[config.mk]
export PLATFORM = sky130hd
export DESIGN_NAME = mem_access_unit
export DESIGN_NICKNAME = d
export VERILOG_FILES = /design/src/rtl/mem_pkg.sv /design/src/rtl/mem_access_unit_byte_lane.sv /design/src/rtl/mem_access_unit.sv
export SDC_FILE = /design/constraint.sdc
export NUM_CORES = 1
export LEC_CHECK = 0
export CELL_PAD_IN_SITES_DETAIL_PLACEMENT = 1
export CELL_PAD_IN_SITES_GLOBAL_PLACEMENT = 2
export CORE_MARGIN = 3
export CORE_UTILIZATION = 31
export DETAILED_ROUTE_END_ITERATION = 8
export PLACE_DENSITY = 0.9
export SYNTH_ARGS = -nofsm -noshare
export SYNTH_HDL_FRONTEND = slang
export SYNTH_HIERARCHICAL = 1
export SYNTH_SLANG_ARGS = --single-unit
export TNS_END_PERCENT = 20
[constraint.sdc]
create_clock -name clock -period 3.3 [get_ports clock]
set_input_delay 0.33 -clock clock [delete_from_list [all_inputs] [get_ports clock]]
set_output_delay 0.33 -clock clock [all_outputs]
set_load 0.005 [all_outputs]
[src/rtl/mem_pkg.sv]
// mem_pkg: size encodings, FSM states and the alignment check shared with decode.
package mem_pkg;
    localparam logic [1:0] SZ_BYTE = 2'b00;
    localparam logic [1:0] SZ_HALF = 2'b01;
    localparam logic [1:0] SZ_WORD = 2'b10;

    typedef enum logic [2:0] {ST_IDLE, ST_LOAD, ST_WRITE, ST_RMW_RD, ST_RMW_WR} state_t;

    // Reserved size 2'b11 always faults.
    function automatic logic is_misaligned(input logic [1:0] size, input logic [1:0] off);
        return (size == SZ_HALF) ? off[0] :
               (size == SZ_WORD) ? (off != 2'b00) : (size != SZ_BYTE);
    endfunction
endpackage

[src/rtl/mem_access_unit_byte_lane.sv]
// byte_lane: big-endian lane extract/extend for loads and lane merge for stores.
module byte_lane
    import mem_pkg::*;
(
    input  logic [1:0]  size,
    input  logic [1:0]  off,
    input  logic        sign_ext,
    input  logic [31:0] word,
    input  logic [31:0] wdata,
    output logic [31:0] load_data,
    output logic [31:0] merge_data
);
    logic [4:0]  sh;
    logic [31:0] mask;
    logic [31:0] lane;
    logic        msb;

    always_comb begin
        // Offset 0 is the most significant lane, hence the inverted offset.
        sh         = (size == SZ_BYTE) ? {~off, 3'b000} :
                     (size == SZ_HALF) ? {~off[1], 4'b0000} : 5'd0;
        mask       = (size == SZ_BYTE) ? 32'h0000_00FF :
                     (size == SZ_HALF) ? 32'h0000_FFFF : 32'hFFFF_FFFF;
        lane       = (word >> sh) & mask;
        msb        = (size == SZ_BYTE) ? lane[7] : lane[15];
        load_data  = (size == SZ_WORD) ? word : (lane | ({32{sign_ext & msb}} & ~mask));
        merge_data = (word & ~(mask << sh)) | ((wdata & mask) << sh);
    end
endmodule

[src/rtl/mem_access_unit.sv]
// mem_access_unit: byte/half/word load-store controller over a word-only dmem,
// with read-modify-write for sub-word stores and alignment fault reporting.
module mem_access_unit
    import mem_pkg::*;
#(
    parameter int ADDR_W = 32
) (
    input  logic              clock,
    input  logic              reset_n,
    input  logic              req,
    input  logic              we,
    input  logic [1:0]        size,
    input  logic              sign_ext,
    input  logic [ADDR_W-1:0] addr,
    input  logic [31:0]       wdata,
    output logic              busy,
    output logic              done,
    output logic              misaligned,
    output logic [31:0]       rdata,
    output logic [ADDR_W-1:0] mem_addr,
    output logic              mem_we,
    output logic [31:0]       mem_wd,
    input  logic [31:0]       mem_rd
);
    state_t            state_q, state_d;
    logic [ADDR_W-1:0] addr_q, addr_d;
    logic [1:0]        size_q, size_d;
    logic              sext_q, sext_d;
    logic [31:0]       wdata_q, wdata_d;
    logic [31:0]       merge_q, merge_d;
    logic [31:0]       rdata_q, rdata_d;
    logic              done_q, done_d;
    logic              mis_q, mis_d;
    logic [31:0]       load_data, merge_data;

    byte_lane u_lane (
        .size       (size_q),
        .off        (addr_q[1:0]),
        .sign_ext   (sext_q),
        .word       ((state_q == ST_LOAD) ? mem_rd : merge_q),
        .wdata      (wdata_q),
        .load_data  (load_data),
        .merge_data (merge_data)
    );

    always_comb begin
        state_d = state_q;
        addr_d  = addr_q;
        size_d  = size_q;
        sext_d  = sext_q;
        wdata_d = wdata_q;
        merge_d = merge_q;
        rdata_d = rdata_q;
        done_d  = 1'b0;
        mis_d   = 1'b0;
        unique case (state_q)
            ST_IDLE: if (req) begin
                addr_d  = addr;
                size_d  = size;
                sext_d  = sign_ext;
                wdata_d = wdata;
                if (is_misaligned(size, addr[1:0])) begin
                    done_d = 1'b1;
                    mis_d  = 1'b1;
                end else begin
                    state_d = !we ? ST_LOAD : (size == SZ_WORD) ? ST_WRITE : ST_RMW_RD;
                end
            end
            ST_LOAD: begin
                rdata_d = load_data;
                done_d  = 1'b1;
                state_d = ST_IDLE;
            end
            ST_RMW_RD: begin
                merge_d = mem_rd;
                state_d = ST_RMW_WR;
            end
            default: begin
                done_d  = 1'b1;
                state_d = ST_IDLE;
            end
        endcase
    end

    always_ff @(posedge clock or negedge reset_n) begin
        if (!reset_n) begin
            state_q <= ST_IDLE;
            addr_q  <= '0;
            size_q  <= SZ_BYTE;
            sext_q  <= 1'b0;
            wdata_q <= '0;
            merge_q <= '0;
            rdata_q <= '0;
            done_q  <= 1'b0;
            mis_q   <= 1'b0;
        end else begin
            state_q <= state_d;
            addr_q  <= addr_d;
            size_q  <= size_d;
            sext_q  <= sext_d;
            wdata_q <= wdata_d;
            merge_q <= merge_d;
            rdata_q <= rdata_d;
            done_q  <= done_d;
            mis_q   <= mis_d;
        end
    end

    assign busy       = (state_q != ST_IDLE);
    assign done       = done_q;
    assign misaligned = mis_q;
    assign rdata      = rdata_q;
    assign mem_we     = (state_q == ST_WRITE) || (state_q == ST_RMW_WR);
    assign mem_addr   = busy ? {addr_q[ADDR_W-1:2], 2'b00} : '0;
    assign mem_wd     = (state_q == ST_WRITE) ? wdata_q :
                        (state_q == ST_RMW_WR) ? merge_data : 32'h0;
endmodule

==> run_1/logic_types.png <==
(2 px per um)
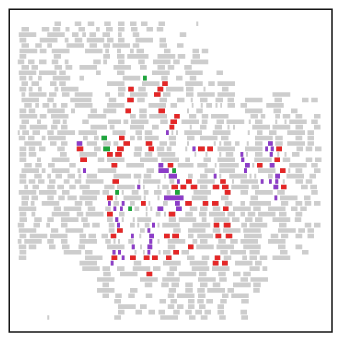
Green shows and/or cells, cells 7. Purple shows aoi and oai cells, cells 47. Red shows non-inverting ao/oa cells, cells 64.

==> run_1/layer_met3.png <==
(3 px per um)
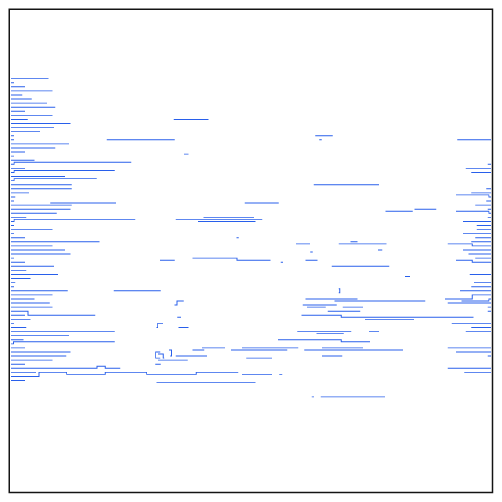
The layer holds 7.8% of the routed length. The longest straight run is 43.9 um. The layer carries 2,000 um of wire. The wires run mostly horizontal. 155 nets have wire on it.
Total Routed Length: 25,600 um
number of vias in the routed layout: 5,895

==> results_slide.txt, run 1 <==
Physical Implementation Snapshot

Power
  • P per Cell Area: 638 mW/mm^2
  • Static Leakage: 4.30 nW
  • IR drop worst, VDD: 0.318 mV

Final timing
  • Fin. max-slew vios: 0
  • Hold violation total from the final report: 1
  • Aggregate negative setup slack: 0 ps
  • Count of endpoints failing setup in the final report: 0
  • Headroom to the max-slew limit: 0.370
  • Unrepaired setup endpoints after global routing: false
  • Min cycle time layout: 3190 ps
  • Final hold slack: -0.539 ps
  • Post-layout period usage of the worst path: 0.968
  • Setup Skew: 10.4 ps
  • Worst Max-Slew Pin Slew: 944 ps
  • Achievable frequency: 0.313 GHz

Synthesis
  • Xor/xnor share: 0
  • Warning count from the yosys run: 6
  • Cell count after synthesis: 607
  • Number of cells in the yosys synthesis report: 607
  • Number of different library cells in the post-synthesis netlist: 47
  • Dominant register cell in the synthesized netlist: sky130_fd_sc_hd__dfrtp_1
  • Synth area leader: sky130_fd_sc_hd__dfrtp_1
  • Mean instance size in the synthesized netlist: 12.2 sq um
  • Area contributors post-synth: sky130_fd_sc_hd__dfrtp_1 46%, sky130_fd_sc_hd__mux2_2 25%, sky130_fd_sc_hd__a22o_1 4.7%
  • Share of Yosys cell area claimed by the top area cell type: 0.459
  • Netlist Area Pre-Place: 0.00741 sq mm
  • Top cell type by instance count after synthesis: sky130_fd_sc_hd__mux2_2
  • Synth Area in Compound Gates: 0.121
  • Portion of the post-synthesis area used by sequential elements: 0.459
  • Proportion of synthesized flip-flops having asynchronous set or reset: 1.00
  • Post-synth area from yosys stat: 0.00741 sq mm
  • Ys flops: 136
  • Top cells by count: 167 x sky130_fd_sc_hd__mux2_2, 136 x sky130_fd_sc_hd__dfrtp_1, 44 x sky130_fd_sc_hd__nand2_1, 40 x sky130_fd_sc_hd__a22o_1, 30 x sky130_fd_sc_hd__nor2b_1
  • Main logic family after synthesis: multiplexers
  • Portion of netlist area occupied by mux cells: 0.286
  • Post-Synth Simple-Gate Area: 0.0916
  • Post-synthesis adder-cell area fraction: 0
  • Number of synthesized flops with an enable pin: 0

GRT
  • Top Usage Layer GRT: met2
  • Number of global-route vias before repair: 6,493
  • Pin count of the biggest net entering global routing: 96
  • First-pass GRT wire length: 39,200 um
  • GRT overflow: 0
  • GR Util met3: 0.0619
  • Number of antenna violations at the first check in global routing: 0
  • Met2 Track Usage GR: 0.339

Run
  • Total number of warnings across the stage logs: 26
  • Number of maximum-capacitance constraint violations: 0

Route
  • Iteration-0 DRC count of the detailed router: 328
  • Top Metal Used: met4
  • Met3 routed WL: 2000 um
  • Via-to-Cell Ratio: 5.25
  • Post-route DRC: 0
  • Wire length on met2: 12,800 um
  • WL met1: 10,500 um
  • Router iterations before antenna repair: 5
  • Remaining number of nets flagged by the antenna check after routing: 0

Final layout
  • Net count, final: 900
  • Post-route standard cell area excluding fillers: 0.0104 sq mm
  • Ratio of cells with drive above 1 in the final layout: 0.311
  • Ant. Diodes: 0
  • Layout overhead on the synthesized area: 40.8%
  • Filler cells: 2,451

Clock tree
  • Later-pin clock latency in the skew report: 430 ps
  • Clock root buffer master: sky130_fd_sc_hd__clkbuf_16
  • Resized cells post-CTS: 3
  • Number of clock buffers inserted by TritonCTS: 17
  • Post-CTS Setup Inserts: 3
  • Clk pin slew, worst setup/hold paths: 60 ps
  • Hold-fix buffers at CTS: 0
  • Clock sink count: 136
  • Number of buffers on the longest clock path: 2
  • # H-tree levels: 4
  • Clock tree from TritonCTS: done

Die
  • Core region area: 0.0231 sq mm
  • Core Util at FP: 0.321
  • Total number of placement rows: 55
  • Full die area: 0.0258 sq mm
  • IO Pins: 203
  • X dimension of the die: 161 um
  • Die Y: 161 um

Setup path
  • Critical path fanouts, max: 27
  • Longest individual stage delay on the worst path: 450 ps
  • Setup CP Type: reg2out
  • Type of origin of the critical path: flip-flop
  • CP endpoint kind: primary output
  • Signal arrival time at the worst endpoint: 2860 ps
  • Worst path cell trace: nor3b_4 > buf_12 > mux2_2 > nand2_1 > a21oi_1 > a221o_1 > a22o_1 > clkdlybuf4s50_1
  • Register-to-register setup slack: 550 ps
  • Required time of the worst setup path: 2970 ps
  • Total buffers and inverters traversed by the critical path: 2
  • Slowest CP cell: sky130_fd_sc_hd__clkdlybuf4s50_1
  • Kind of cell adding the most delay to the critical path: buffers and inverters

Placed design
  • Detailed Place HPWL: 18,400 um
  • Cell area after placement: 0.00973 sq mm
  • I/O Buffers: 200
  • Final GP Congestion: 0.825

Run status
  • Failing checks: hold timing
  • Outcome: finished, violations left

Worst hold path
  • Worst min-delay path class: in2async
==> run_1/congestion.png <==
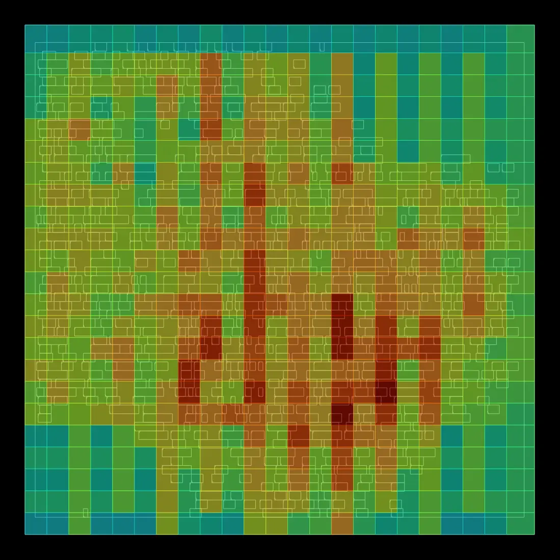
aggregate global-route resource usage: 0.199
average wire per standard cell: 22.8 um
global-route met1 utilization: 0.242

==> run_1/sizes.png <==
(2 px per um)
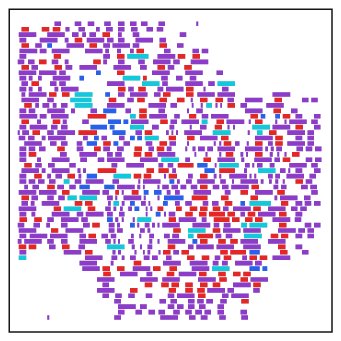
Red shows _2 cells, cells 181, share 22%. Purple shows _0 and _1 cells, cells 558, share 69%. Cyan shows _6 and larger, cells 34, share 4.2%. Blue shows _3 and _4 cells, cells 37, share 4.6%.

## run 1: area by class of cell
| type | count | area [sq um] | share of cell area |
|---|---|---|---|
| Multi-Input combinational cell | 414 | 3750 | 0.360 |
| Sequential cell | 136 | 3410 | 0.327 |
| Timing Repair Buffer | 224 | 2240 | 0.215 |
| Clock buffer | 18 | 439 | 0.0421 |
| Tap cell | 313 | 392 | 0.0376 |
| Clock inverter | 14 | 184 | 0.0176 |
| Inverter | 4 | 15.0 | 0.00144 |
## run 1: layout by cell type, fill, tap and decap left out, types with 3 or more instances in the layout
| cell type | count |
|---|---|
| sky130_fd_sc_hd__a21oi_1 | 19 |
| sky130_fd_sc_hd__a221o_1 | 19 |
| sky130_fd_sc_hd__a22o_1 | 40 |
| sky130_fd_sc_hd__a22oi_1 | 8 |
| sky130_fd_sc_hd__buf_12 | 3 |
| sky130_fd_sc_hd__buf_4 | 20 |
| sky130_fd_sc_hd__bufinv_16 | 3 |
| sky130_fd_sc_hd__clkbuf_16 | 17 |
| sky130_fd_sc_hd__clkdlybuf4s50_1 | 199 |
| sky130_fd_sc_hd__dfrtp_1 | 133 |
| sky130_fd_sc_hd__dfrtp_2 | 3 |
| sky130_fd_sc_hd__inv_1 | 4 |
| sky130_fd_sc_hd__inv_6 | 8 |
| sky130_fd_sc_hd__mux2_2 | 163 |
| sky130_fd_sc_hd__mux2_4 | 8 |
| sky130_fd_sc_hd__mux4_2 | 7 |
| sky130_fd_sc_hd__nand2_1 | 44 |
| sky130_fd_sc_hd__nand3b_1 | 4 |
| sky130_fd_sc_hd__nor2_1 | 13 |
| sky130_fd_sc_hd__nor2b_1 | 30 |
| sky130_fd_sc_hd__nor3b_1 | 7 |
| sky130_fd_sc_hd__nor3b_4 | 3 |
| sky130_fd_sc_hd__nor4b_1 | 6 |
| sky130_fd_sc_hd__o21ai_0 | 6 |
| sky130_fd_sc_hd__o21ai_1 | 7 |
## run 1: where the power goes
group	switching [mW]	leakage, nW	internal [mW]
registers	0.337	1.68	2.08
clock network	0.823	0.300	1.23
logic	0.915	2.32	1.26
## run 1: metrics by stage
stage                     cells  utilization  hold slack (ps)  power, mW  worst slack (ps)
after floorplan             608            -             34.4       3.53               617
after global placement     1087        0.422              481       4.53               348
after detailed placement   1087        0.422              488       4.61               303
after CTS                  1123        0.452             45.9       6.70              54.1
after global routing       1123        0.452             67.8       6.98              6.17
final                      1123        0.452           -0.539       6.65               105
## run 1: flip-flops by register name (all words and copies together), names as in the netlist
signal,flops
addr_q,32
done,1
merge_q,32
misaligned,1
rdata,32
sext_q,1
size_q,2
state_q,3
wdata_q,32
## run 1: cells by family after synthesis
kind of cell / after synthesis
multiplexers: 180
flip-flops: 136
AND/OR/NAND/NOR: 121
AND-OR/OR-AND: 111
buffers and inverters: 58
other: 1
## run 1: final timing paths
| check | startpoint | end | depth (start not counted) |
|---|---|---|---|
| worst max register to register | state_q[2] | rdata[12] | 8 |
| max in group asynchronous | reset_n | merge_q[12] | 2 |
| worst max-delay path | state_q[2] | mem_wd[23] | 8 |
| min in group clock | we | state_q[1] | 2 |
| worst min register to register | addr_q[2] | addr_q[2] | 1 |
| worst min-delay path | reset_n | addr_q[25] | 1 |
==> inputs of run 2 (changes only) <==
--- a/config.mk
+++ b/config.mk
@@ -10,6 +10,7 @@
 export CORE_MARGIN = 3
 export CORE_UTILIZATION = 31
 export DETAILED_ROUTE_END_ITERATION = 8
+export HOLD_SLACK_MARGIN = 0.03
 export PLACE_DENSITY = 0.9
 export SYNTH_ARGS = -nofsm -noshare
 export SYNTH_HDL_FRONTEND = slang
==> run_2/sizes.png <==
(2 px per um)
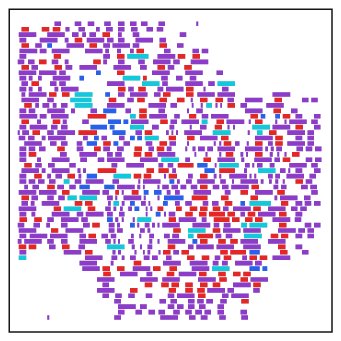
Purple shows _0 and _1 cells, cells 558, share 69%. Red shows _2 cells, cells 181, share 22%. Cyan shows _6 and larger, cells 34, share 4.2%. Blue shows _3 and _4 cells, cells 37, share 4.6%.
layout overhead on the synthesized area: 40.8%
Non-CTS buffers: 224

==> run_2/layer_met3.png <==
(3 px per um)
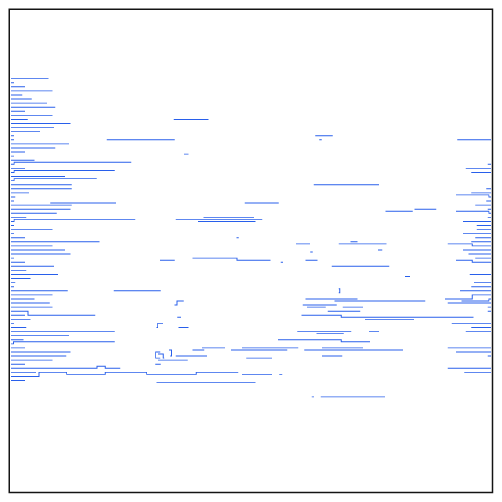
The layer holds 7.8% of the routed length. The wires run mostly horizontal. The longest straight run is 43.9 um.

==> run 2 against run 1 <==
The flow still finishes with violations (hold timing). Critical path type unchanged. Count of clock-buffer cells in the layout unchanged. Clock skew unchanged. Synthesized cell count stayed put. Power did not move. Via count unchanged. Critical path depth stayed put. Final area unchanged. Combinational power is essentially flat. Maximum frequency stayed put. Sequential power barely moved. Critical endpoint unchanged. Final cell count unchanged.
==> results_slide.txt, run 2 <==
Physical Implementation Snapshot

Run status
  • Outcome: finished, violations left
  • Failing checks: hold timing

Synthesis
  • Area contributors post-synth: sky130_fd_sc_hd__dfrtp_1 46%, sky130_fd_sc_hd__mux2_2 25%, sky130_fd_sc_hd__a22o_1 4.7%
  • Portion of netlist area occupied by mux cells: 0.286 (unchanged)
  • Cell count after synthesis: 607 (unchanged)
  • Post-Synth Simple-Gate Area: 0.0916 (unchanged)
  • Proportion of synthesized flip-flops having asynchronous set or reset: 1.00 (unchanged)
  • Number of different library cells in the post-synthesis netlist: 47 (unchanged)
  • Synth area leader: sky130_fd_sc_hd__dfrtp_1
  • Warning count from the yosys run: 6 (unchanged)
  • Top cells by count: 167 x sky130_fd_sc_hd__mux2_2, 136 x sky130_fd_sc_hd__dfrtp_1, 44 x sky130_fd_sc_hd__nand2_1, 40 x sky130_fd_sc_hd__a22o_1, 30 x sky130_fd_sc_hd__nor2b_1
  • Synth Area in Compound Gates: 0.121 (unchanged)
  • Share of Yosys cell area claimed by the top area cell type: 0.459 (unchanged)
  • Main logic family after synthesis: multiplexers
  • Post-synthesis adder-cell area fraction: 0 (unchanged)
  • Netlist Area Pre-Place: 0.00741 sq mm (unchanged)
  • Portion of the post-synthesis area used by sequential elements: 0.459 (unchanged)
  • Dominant register cell in the synthesized netlist: sky130_fd_sc_hd__dfrtp_1
  • Post-synth area from yosys stat: 0.00741 sq mm (unchanged)
  • Xor/xnor share: 0 (unchanged)
  • Number of cells in the yosys synthesis report: 607 (unchanged)
  • Ys flops: 136 (unchanged)
  • Number of synthesized flops with an enable pin: 0 (unchanged)
  • Mean instance size in the synthesized netlist: 12.2 sq um (unchanged)
  • Top cell type by instance count after synthesis: sky130_fd_sc_hd__mux2_2

Placed design
  • I/O Buffers: 200 (unchanged)
  • Final GP Congestion: 0.825 (unchanged)
  • Detailed Place HPWL: 18,400 um (unchanged)
  • Minimum setup slack after placement: 303 ps (unchanged)
  • Placed Cells: 1,087 (unchanged)

Setup path
  • CP endpoint kind: primary output
  • Required time of the worst setup path: 2970 ps (about the same)
  • End of the worst register-to-register path: rdata[12]
  • Worst flop-to-flop path startpoint: state_q[2]
  • Slowest CP cell: sky130_fd_sc_hd__clkdlybuf4s50_1
  • Kind of cell adding the most delay to the critical path: buffers and inverters
  • Type of origin of the critical path: flip-flop
  • Worst path cell trace: nor3b_4 > buf_12 > mux2_2 > nand2_1 > a21oi_1 > a221o_1 > a22o_1 > clkdlybuf4s50_1
  • R2r worst-path depth: 8 (unchanged)
  • Register-to-register setup slack: 550 ps (about the same)
  • Signal arrival time at the worst endpoint: 2860 ps (about the same)
  • Critical path fanouts, max: 27 (unchanged)
  • Longest individual stage delay on the worst path: 450 ps (about the same)
  • Total buffers and inverters traversed by the critical path: 2 (unchanged)
  • Setup CP Type: reg2out

Power
  • Static Leakage: 4.30 nW (unchanged)
  • Int Power: 4.57 mW (unchanged)
  • Fraction of power spent switching nets: 0.312 (unchanged)
  • Power share of the sequential group: 0.364 (about the same)
  • Total power draw: 6.65 mW (unchanged)
  • IR drop worst, VDD: 0.318 mV (unchanged)
  • Switching component of the power: 2.08 mW (unchanged)
  • P per Cell Area: 638 mW/mm^2 (unchanged)
  • Clock network fraction of design power: 0.309 (about the same)
  • Combinational power share: 0.328 (about the same)

Final timing
  • Achievable frequency: 0.313 GHz (unchanged)
  • Unrepaired setup endpoints after global routing: false
  • Hold violation total from the final report: 1 (unchanged)
  • Worst Max-Slew Pin Slew: 944 ps (unchanged)
  • Min setup slack post-route: 105 ps (unchanged)
  • Fin. max-slew vios: 0 (unchanged)
  • Final hold slack: -0.539 ps (unchanged)
  • Post-layout period usage of the worst path: 0.968 (unchanged)
  • Headroom to the max-slew limit: 0.370 (unchanged)
  • Count of endpoints failing setup in the final report: 0 (unchanged)
  • Setup Skew: 10.4 ps (unchanged)
  • Aggregate negative setup slack: 0 ps (unchanged)
  • Min cycle time layout: 3190 ps (unchanged)

Die
  • Core region area: 0.0231 sq mm (unchanged)
  • Die Y: 161 um (unchanged)
  • IO Pins: 203 (unchanged)
  • X dimension of the die: 161 um (unchanged)
  • Full die area: 0.0258 sq mm (unchanged)
  • Total number of placement rows: 55 (unchanged)
  • Core Util at FP: 0.321 (unchanged)

GRT
  • Number of antenna violations at the first check in global routing: 0 (unchanged)
  • Aggregate global-route resource usage: 0.199 (unchanged)
  • Met2 Track Usage GR: 0.339 (unchanged)
  • Top Usage Layer GRT: met2
  • Pin count of the biggest net entering global routing: 96 (unchanged)
  • Number of global-route vias before repair: 6,493 (unchanged)
  • First-pass GRT wire length: 39,200 um (unchanged)
  • Global-route met1 utilization: 0.242 (unchanged)
  • GRT overflow: 0 (unchanged)
  • GR Util met3: 0.0619 (unchanged)

Clock tree
  • Number of clock buffers inserted by TritonCTS: 17 (unchanged)
  • Clk pin slew, worst setup/hold paths: 60 ps (about the same)
  • Hold-fix buffers at CTS: 0 (unchanged)
  • Clock sink count: 136 (unchanged)
  • Clock tree from TritonCTS: done
  • Clock root buffer master: sky130_fd_sc_hd__clkbuf_16
  • # H-tree levels: 4 (unchanged)
  • Number of buffers on the longest clock path: 2 (unchanged)
  • Later-pin clock latency in the skew report: 430 ps (about the same)

Route
  • Via-to-Cell Ratio: 5.25 (unchanged)
  • Remaining number of nets flagged by the antenna check after routing: 0 (unchanged)
  • Total Routed Length: 25,600 um (unchanged)
  • Average wire per standard cell: 22.8 um (unchanged)
  • Router iterations before antenna repair: 5 (unchanged)
  • Number of vias in the routed layout: 5,895 (unchanged)
  • Post-route DRC: 0 (unchanged)
  • Iteration-0 DRC count of the detailed router: 328 (unchanged)

Run
  • Number of maximum-capacitance constraint violations: 0 (unchanged)
  • Total number of warnings across the stage logs: 26 (unchanged)

Final layout
  • Final cell count without fillers: 1,123 (unchanged)
  • Ant. Diodes: 0 (unchanged)
  • Top Layout Cells: 199 x sky130_fd_sc_hd__clkdlybuf4s50_1, 163 x sky130_fd_sc_hd__mux2_2, 133 x sky130_fd_sc_hd__dfrtp_1, 44 x sky130_fd_sc_hd__nand2_1, 40 x sky130_fd_sc_hd__a22o_1
  • Ratio of cells with drive above 1 in the final layout: 0.311 (unchanged)
  • Filler cells: 2,451 (unchanged)
  • Top logic cell by instance count in the layout: sky130_fd_sc_hd__clkdlybuf4s50_1
  • Net count, final: 900 (unchanged)

Worst hold path
  • Worst min-delay path class: in2async
run 2: area by class of cell:
cell class	instances	area [sq um]	area share
inverter	4	15.0	0.00144
timing repair buffer	224	2240	0.215
sequential	136	3410	0.327
tap	313	392	0.0376
clock inverter	14	184	0.0176
clock buffer	18	439	0.0421
multi-input combinational	414	3750	0.360
run 2: power groups by stage:
stage | combinational (mW) | clock [mW] | sequential [mW]
6_report | 2.18 | 2.05 | 2.42
5_1_grt | 2.34 | 2.18 | 2.47
4_1_cts | 2.19 | 2.10 | 2.42
3_5_place_dp | 2.16 | 0 | 2.45
3_3_place_gp | 2.10 | 0 | 2.42
2_1_floorplan | 1.22 | 0 | 2.30
run 2: kinds of logic (layout without fill, tap and decap cells):
logic type	count (synthesis)	count (layout)
multiplexers	180	180
flip-flops	136	136
AND/OR/NAND/NOR	121	121
AND-OR/OR-AND	111	111
buffers and inverters	58	260
other	1	2
run 2: worst max-delay path by stage:
stage,from,to,cells past startpoint
CTS,state_q[2],mem_wd[12],8
floorplan,state_q[1],rdata[10],9
global route,state_q[2],mem_wd[27],6
global placement,state_q[1],mem_wd[23],8
finish,state_q[2],mem_wd[23],8
detailed placement,state_q[1],mem_wd[23],8
run 2: per-layer routing:
layer  vias up  part of all wire
met1      3025              0.41
met3        25             0.078
met5         -                 0
met2       229              0.50
li1       2616                 -
met4         0             0.015
run 2: repair_timing:
item	CTS	global route
endpoints found under the setup margin	22	7
setup buffers	3	0
pin swaps	1	0
resized	3	6
cloned	1	0
hold endpoints to repair	0	0
run 2: through the flow:
step	hold WS [ps]	instance area (sq um)	utilization
after floorplan	34.4	7410	-
after global placement	481	9730	0.422
after detailed placement	488	9730	0.422
after CTS	45.9	10400	0.452
after global routing	67.8	10400	0.452
final	-0.539	10400	0.452
==> run_2/placement_by_type.png <==
(2 px per um) Fill, decap, tap and diode cells in grey.
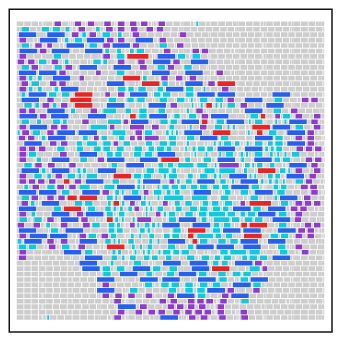

==> inputs of run 3 (changes only) <==
--- a/config.mk
+++ b/config.mk
@@ -10,6 +10,7 @@
 export CORE_MARGIN = 3
 export CORE_UTILIZATION = 31
 export DETAILED_ROUTE_END_ITERATION = 8
+export GPL_TIMING_DRIVEN = 0
 export HOLD_SLACK_MARGIN = 0.03
 export PLACE_DENSITY = 0.9
 export SYNTH_ARGS = -nofsm -noshare
==> run_3/placement_by_type.png <==
(2 px per um) Fill, decap, tap and diode cells in grey.
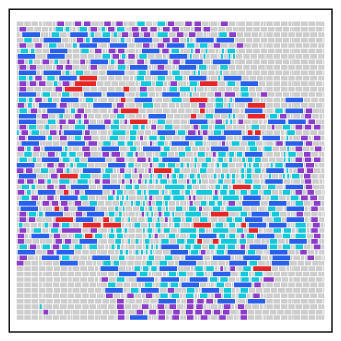
Red shows clock drivers and dummy loads, cells 32, share of their area 5.7%. Blue shows sequential cells, cells 136, share of their area 34%. Purple shows remaining buffers and delay cells, cells 261, share of their area 24%. Cyan shows combinational and other logic, cells 418, share of their area 37%.
sequential share of cell area: 0.323
core region area: 0.0231 sq mm
total number of placement rows: 55
final core utilization: 0.458

==> run_3/layer_met3.png <==
(3 px per um)
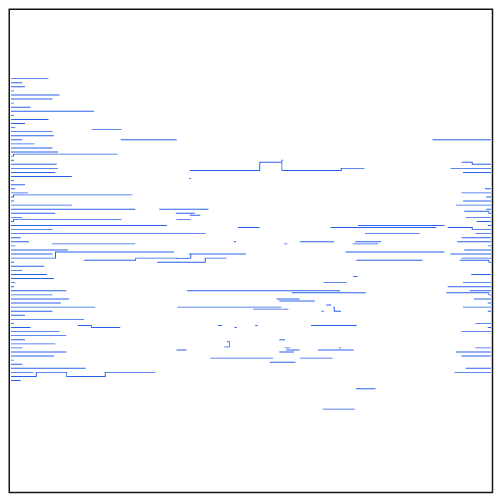
145 nets have wire on it. The layer carries 2,030 um of wire. The longest straight run is 64.6 um.

==> run 3 against run 2 <==
The run now ends clean. Routed wire length shrank 0.82%. First-iteration DRC count is 7.6% lower. Synthesized area stayed put. Register-to-register slack got worse by 270 ps. Critical path depth increased by 2. Critical endpoint is now mem_wd[17]. Highest routed layer unchanged.
==> results_slide.txt, run 3 <==
Physical Implementation Snapshot

Setup path
  • Required time of the worst setup path: 2970 ps (about the same)
  • Worst path cell trace: buf_6 > nor3b_4 > buf_6 > buf_8 > mux2_4 > nand2_1 > a21oi_1 > a221o_1 > a22o_1 > clkdlybuf4s50_1
  • Slowest CP cell: sky130_fd_sc_hd__clkdlybuf4s50_1
  • Capture point of the critical path: mem_wd[17]
  • End of the worst register-to-register path: rdata[22]
  • Kind of cell adding the most delay to the critical path: buffers and inverters
  • Setup CP Type: reg2out
  • Signal arrival time at the worst endpoint: 2940 ps (+80 ps)
  • R2r worst-path depth: 10 (+2)
  • Start point of the critical path: state_q[0]
  • Worst flop-to-flop path startpoint: state_q[0]
  • Logic depth of the worst path, buffers included: 10 (+2)

Die
  • Full die area: 0.0258 sq mm (unchanged)
  • Die Y: 161 um (unchanged)
  • IO Pins: 203 (unchanged)

Placed design
  • Cell area after placement: 0.00983 sq mm (+1.0%)
  • Final GP Congestion: 0.930 (+13%)
  • Minimum setup slack after placement: -123 ps (-426 ps)

Clock tree
  • Clock tree from TritonCTS: done
  • Later-pin clock latency in the skew report: 430 ps (about the same)
  • # H-tree levels: 4 (unchanged)
  • Clk pin slew, worst setup/hold paths: 60 ps (about the same)
  • Clock root buffer master: sky130_fd_sc_hd__clkbuf_16
  • Number of clock buffers inserted by TritonCTS: 17 (unchanged)

Route
  • Wire length on met2: 12,800 um (-0.16%)
  • Post-route DRC: 0 (unchanged)
  • Total Routed Length: 25,400 um (-0.82%)
  • Remaining number of nets flagged by the antenna check after routing: 0 (unchanged)
  • Top Metal Used: met4
  • WL met1: 10,300 um (-1.9%)
  • Number of vias in the routed layout: 5,996 (+1.7%)
  • Average wire per standard cell: 21.9 um (-4.0%)
  • Met3 routed WL: 2030 um (+1.6%)

Synthesis
  • Proportion of synthesized flip-flops having asynchronous set or reset: 1.00 (unchanged)
  • Ys flops: 136 (unchanged)
  • Mean instance size in the synthesized netlist: 12.2 sq um (unchanged)
  • Warning count from the yosys run: 6 (unchanged)
  • Number of different library cells in the post-synthesis netlist: 47 (unchanged)
  • Synth area leader: sky130_fd_sc_hd__dfrtp_1
  • Netlist Area Pre-Place: 0.00741 sq mm (unchanged)
  • Cell count after synthesis: 607 (unchanged)
  • Portion of the post-synthesis area used by sequential elements: 0.459 (unchanged)
  • Top cell type by instance count after synthesis: sky130_fd_sc_hd__mux2_2
  • Area contributors post-synth: sky130_fd_sc_hd__dfrtp_1 46%, sky130_fd_sc_hd__mux2_2 25%, sky130_fd_sc_hd__a22o_1 4.7%

Final timing
  • Post-layout period usage of the worst path: 0.991 (+0.0226)
  • Setup Skew: 8.90 ps (-1.48 ps)
  • Achievable frequency: 0.306 GHz (-2.3%)
  • Min cycle time layout: 3270 ps (+74.6 ps)
  • Min setup slack post-route: 30.8 ps (-74.6 ps)
  • Worst Max-Slew Pin Slew: 675 ps (-269 ps)
  • Aggregate negative setup slack: 0 ps (unchanged)
  • Count of endpoints failing setup in the final report: 0 (unchanged)
  • Unrepaired setup endpoints after global routing: true

Run
  • Number of maximum-capacitance constraint violations: 0 (unchanged)
  • Total number of warnings across the stage logs: 28 (+7.7%)

Final layout
  • Net count, final: 937 (+4.1%)
  • Post-route standard cell area excluding fillers: 0.0106 sq mm (+1.2%)
  • Top Layout Cells: 194 x sky130_fd_sc_hd__clkdlybuf4s50_1, 159 x sky130_fd_sc_hd__mux2_2, 134 x sky130_fd_sc_hd__dfrtp_1, 44 x sky130_fd_sc_hd__nand2_1, 40 x sky130_fd_sc_hd__a22o_1
  • Top logic cell by instance count in the layout: sky130_fd_sc_hd__clkdlybuf4s50_1

GRT
  • Pin count of the biggest net entering global routing: 96 (unchanged)
  • Number of antenna violations at the first check in global routing: 0 (unchanged)
  • GRT overflow: 0 (unchanged)
  • Number of global-route vias before repair: 6,636 (+2.2%)

Run status
  • Outcome: completed
## run 3: cell counts after synthesis
Identical to the previous run, type by type.
## run 3: worst min path at each step
stage | to | slack (ps) | depth (start not counted)
detailed placement | addr_q[28] | 280 | 1
floorplan | addr_q[0] | 30 | 0
CTS | addr_q[28] | 380 | 2
global route | addr_q[28] | 410 | 2
global placement | addr_q[21] | 480 | 1
finish | addr_q[28] | 380 | 2
## run 3: what timing repair did
| item | 4_1_cts | 5_1_grt |
|---|---|---|
| endpoints found under the setup margin | 47 | 23 |
| hold buffers | 1 | 0 |
| setup buffers | 4 | 1 |
| pin swaps | 1 | 0 |
| gates resized | 18 | 10 |
| endpoints found under the hold margin | 41 | 0 |
## run 3: report_power, final
group	switching, mW	internal (mW)	total, mW
logic	0.957	1.29	2.25
registers	0.287	2.08	2.37
clock network	0.819	1.07	1.89
total	2.06	4.44	6.50
## run 3: layer usage
layer / global-route usage / vias up
li1: - / 2696
met2: 0.339 / 204
met1: 0.240 / 3072
met5: 0 / -
met3: 0.0694 / 24
met4: 0.0525 / 0
## run 3: cell families after synthesis
family | Yosys count | synth area share
and+or+nand+nor | 121 | 0.0916
other | 1 | 0.000506
buffers and inverters | 58 | 0.0417
muxes | 180 | 0.286
DFF | 136 | 0.459
AOI/OAI and AO/OA | 111 | 0.121
## run 3: metrics by stage
| step | hold slack (ps) | cells |
|---|---|---|
| 2_1_floorplan | 34.4 | 608 |
| 3_3_place_gp | 481 | 1121 |
| 3_5_place_dp | 277 | 1122 |
| 4_1_cts | 376 | 1159 |
| 5_1_grt | 413 | 1160 |
| 6_report | 381 | 1160 |
## run 3: final cells by class
class	instances	area (sq um)
Buffer	54	325
Clock buffer	18	439
Clock inverter	14	138
Fill cell	2441	12500
Inverter	4	15.0
Multi-Input combinational cell	414	3750
Sequential cell	136	3410
Tap cell	313	392
Timing Repair Buffer	207	2090
No activity file was given, so power comes from the tool's default toggle rates.
